### config.mk
export PLATFORM = sky130hd
export DESIGN_NAME = sub64_seq
export DESIGN_NICKNAME = d
export VERILOG_FILES = /design/src/rtl/alu_pkg.sv /design/src/rtl/sub_chunk.sv /design/src/rtl/sub64_seq.sv
export SDC_FILE = /design/constraint.sdc
export NUM_CORES = 1
export LEC_CHECK = 0
export ABC_CLOCK_PERIOD_IN_PS = 8200
export CAP_MARGIN = 10
export CELL_PAD_IN_SITES_DETAIL_PLACEMENT = 0
export CELL_PAD_IN_SITES_GLOBAL_PLACEMENT = 1
export CORE_ASPECT_RATIO = 0.5
export CORE_MARGIN = 10
export CORE_UTILIZATION = 42
export DETAILED_ROUTE_END_ITERATION = 10
export PLACE_DENSITY_LB_ADDON = 0.1
export REMOVE_ABC_BUFFERS = 1
export SYNTH_ARGS = -nofsm -noshare
export SYNTH_HDL_FRONTEND = slang
export SYNTH_SLANG_ARGS = --single-unit
### constraint.sdc
create_clock -name clk -period 8.2 [get_ports clk]
set_input_delay 1.64 -clock clk [delete_from_list [all_inputs] [get_ports clk]]
set_output_delay 1.64 -clock clk [all_outputs]
set_load 0.01 [all_outputs]
### src/rtl/alu_pkg.sv
// alu_pkg: shared ALU defaults, sequencer state encoding and condition-code bit positions
package alu_pkg;

    localparam int ALU_WIDTH = 64;
    localparam int ALU_CHUNK = 16;

    typedef enum logic [1:0] {
        IDLE = 2'd0,
        CALC = 2'd1,
        DONE = 2'd2
    } state_t;

    localparam int CC_ZF = 0;
    localparam int CC_SF = 1;
    localparam int CC_OF = 2;

endpackage

### src/rtl/sub_chunk.sv
// sub_chunk: CHUNK-bit combinational adder slice
//   x, y  in   CHUNK  addends
//   cin   in   1      carry in
//   sum   out  CHUNK  x + y + cin, modulo 2^CHUNK
//   cout  out  1      carry out
module sub_chunk #(
    parameter int CHUNK = 16
) (
    input  logic [CHUNK-1:0] x,
    input  logic [CHUNK-1:0] y,
    input  logic             cin,
    output logic [CHUNK-1:0] sum,
    output logic             cout
);

    assign {cout, sum} = {1'b0, x} + {1'b0, y} + {{CHUNK{1'b0}}, cin};

endmodule

### src/rtl/sub64_seq.sv
// sub64_seq: multi-cycle signed subtractor (out = a - b) with Y86 ZF/SF/OF, one slice per cycle
//   clk, rst_n           clock, asynchronous active-low reset
//   in_valid, in_ready   operand handshake (a, b sampled at accept)
//   a, b                 signed minuend / subtrahend
//   out_valid, out_ready result handshake
//   out                  a - b modulo 2^WIDTH
//   overflow, zf, sf     signed overflow, zero, sign flags
module sub64_seq
    import alu_pkg::*;
#(
    parameter int WIDTH = ALU_WIDTH,
    parameter int CHUNK = ALU_CHUNK
) (
    input  logic             clk,
    input  logic             rst_n,
    input  logic             in_valid,
    output logic             in_ready,
    input  logic [WIDTH-1:0] a,
    input  logic [WIDTH-1:0] b,
    output logic             out_valid,
    input  logic             out_ready,
    output logic [WIDTH-1:0] out,
    output logic             overflow,
    output logic             zf,
    output logic             sf
);

    localparam int NSTEP = WIDTH / CHUNK;
    localparam int SW = (NSTEP > 1) ? $clog2(NSTEP) : 1;
    localparam logic [SW-1:0] LAST = SW'(NSTEP - 1);

    state_t           state, state_nx;
    logic [WIDTH-1:0] a_q, nb_q, res;
    logic [SW-1:0]    step;
    logic             carry, cout, accept, last;
    logic [CHUNK-1:0] x, y, sum;

    assign x = a_q[32'(step) * CHUNK +: CHUNK];
    assign y = nb_q[32'(step) * CHUNK +: CHUNK];

    sub_chunk #(.CHUNK(CHUNK)) u_chunk (
        .x    (x),
        .y    (y),
        .cin  (carry),
        .sum  (sum),
        .cout (cout)
    );

    assign accept = in_valid && in_ready;
    assign last   = (state == CALC) && (step == LAST);

    // Full result as it will look once the top slice lands this cycle
    always_comb begin
        res = out;
        res[WIDTH-1 -: CHUNK] = sum;
    end

    always_comb begin
        state_nx  = state;
        in_ready  = 1'b0;
        out_valid = 1'b0;
        case (state)
            IDLE: begin
                in_ready = 1'b1;
                state_nx = in_valid ? CALC : IDLE;
            end
            CALC: state_nx = last ? DONE : CALC;
            DONE: begin
                out_valid = 1'b1;
                state_nx  = out_ready ? IDLE : DONE;
            end
            default: state_nx = IDLE;
        endcase
    end

    always_ff @(posedge clk or negedge rst_n) begin
        if (!rst_n) begin
            state    <= IDLE;
            a_q      <= '0;
            nb_q     <= '0;
            out      <= '0;
            step     <= '0;
            carry    <= 1'b0;
            overflow <= 1'b0;
            zf       <= 1'b0;
            sf       <= 1'b0;
        end else begin
            state <= state_nx;
            if (accept) begin
                a_q   <= a;
                nb_q  <= ~b;
                carry <= 1'b1;
                step  <= '0;
            end else if (state == CALC) begin
                out[32'(step) * CHUNK +: CHUNK] <= sum;
                carry <= cout;
                step  <= step + 1'b1;
                if (last) begin
                    // nb holds ~b, so equal MSBs of a and nb mean a and b differ in sign
                    overflow <= (a_q[WIDTH-1] == nb_q[WIDTH-1]) && (sum[CHUNK-1] != a_q[WIDTH-1]);
                    zf       <= (res == '0);
                    sf       <= sum[CHUNK-1];
                end
            end
        end
    end

endmodule
Figure 1. Met1 routing.
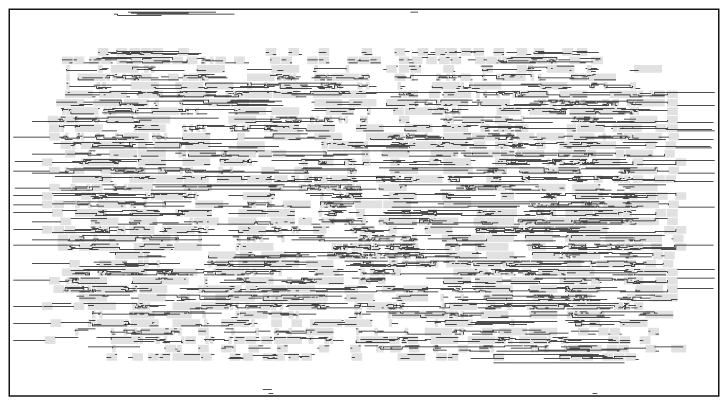
wire length on this layer: 12600 um
longest straight run: 54.7 um
main direction: horizontal

Figure 2. Signal wires on met2.
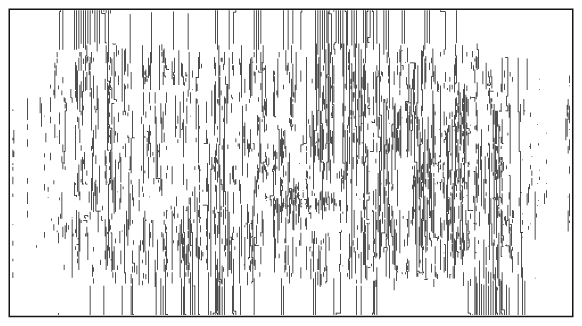
longest straight run: 86.7 um
nets with wire on the layer: 979

==> Changelog: implementation <==
### Changed

- Status: finished, final reports clean
- Yosys top cell area share: 55.5%
- Combinational fraction of design power: 55.3%
- Yosys cell count: 843
- R2R Path Start: step[1]
- Number of antenna violations at the first check in global routing: 0
- Vertical die dimension: 124 um
- Hold path startpoint: a_q[55]
- Max-cap viol count: 0
- Number of design-rule violations left by the first detailed-router iteration: 539
- Capture point of the critical path: zf
- Worst setup slack before clock tree synthesis: 3600 ps
- Weighted congestion reported at the end of routability-driven placement: 0.812
- Cell Pwr Density: 497 nW/um^2
- CP arrival: 5020 ps
- Leak pwr: 5.41 nW
- Xor+xnor area frac: 1.14%
- Portion of the post-synthesis area used by sequential elements: 55.5%
- Total GRT Usage: 19.3%
- Max incr delay on CP: a little under 1000 ps
- Port-buffer cells: ~200
- Post-route insts no fill: approximately 1300
- Flip-flop and latch power: between 1.5 and 2 mW
- PnR Total Power: 5.90 mW
- Complex-gate fraction of the synthesized area: 13.8%
- Largest net degree at the start of global routing: 123
- WL met1: around 13000 um
- Critical Path Slowest Stage Cell: dfrtp_2
- Crit path time final: 4690 ps
- Met3 routing resource usage after global routing: 5.00%
- Fin area: 11900 sq um
- Least setup slack across all paths after layout: 3510 ps
- Sw Pwr: 2.69 mW
- Worst-case hold path end point: a_q[55]
- Final routed wire length divided by cell count: 20.4 um
- Type of destination of the critical path: flop
- Clock Power: 897 uW
- Cell Int Power: 3.21 mW
- Met3 wire len: 1670 um
Figure 3. Signal wires on met4.
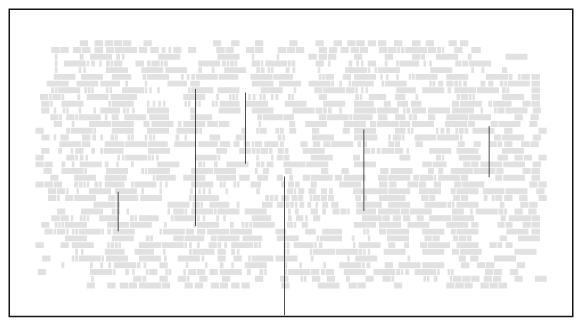
longest straight run: 55.8 um
main direction: vertical

Figure 4. Cell area per tile.
Bar = 50 um. The die is cut into 23 by 12 equal tiles; dark blue is low, red is high, 0 to 100% covered.
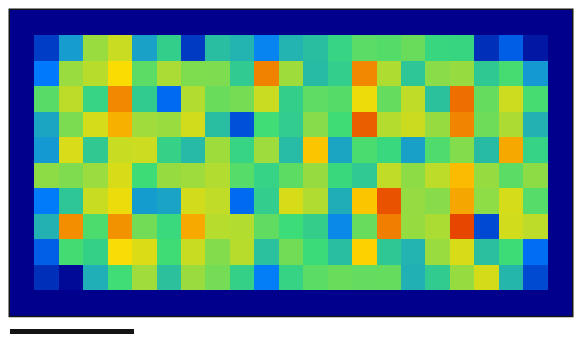
mean over tiles: 41%
fullest tile: 92%
nearly empty tiles: 24%
tiles over 75% full: 6.9%

-- layout make-up --
cell class | count | area, sq um
fill | 1811 | 8950
sequential | 200 | 5010
inverter | 13 | 48.8
tap | 273 | 342
timing repair buffer | 207 | 2060
clock inverter | 14 | 188
clock buffer | 18 | 439
multi-input combinational | 582 | 3790
-- synth_stat cells (5+ instances only) --
cell	count
nand2_1	275
dfrtp_1	200
o21ai_0	81
a22o_1	52
clkbuf_1	39
mux4_2	32
ha_1	20
a21oi_1	13
inv_1	12
nor4_1	10
nor2_1	9
a211oi_1	7
nor3_1	7
a21o_1	6
buf_1	6
nand3_1	6
nand4_1	6
xnor2_1	5
-- registers in the layout, indices dropped and copies added (netlist names) --
name	cells
state	2
sf	1
carry	1
step	2
out	64
nb_q	64
a_q	64
zf	1
overflow	1
No activity file was given, so power comes from the tool's default toggle rates.
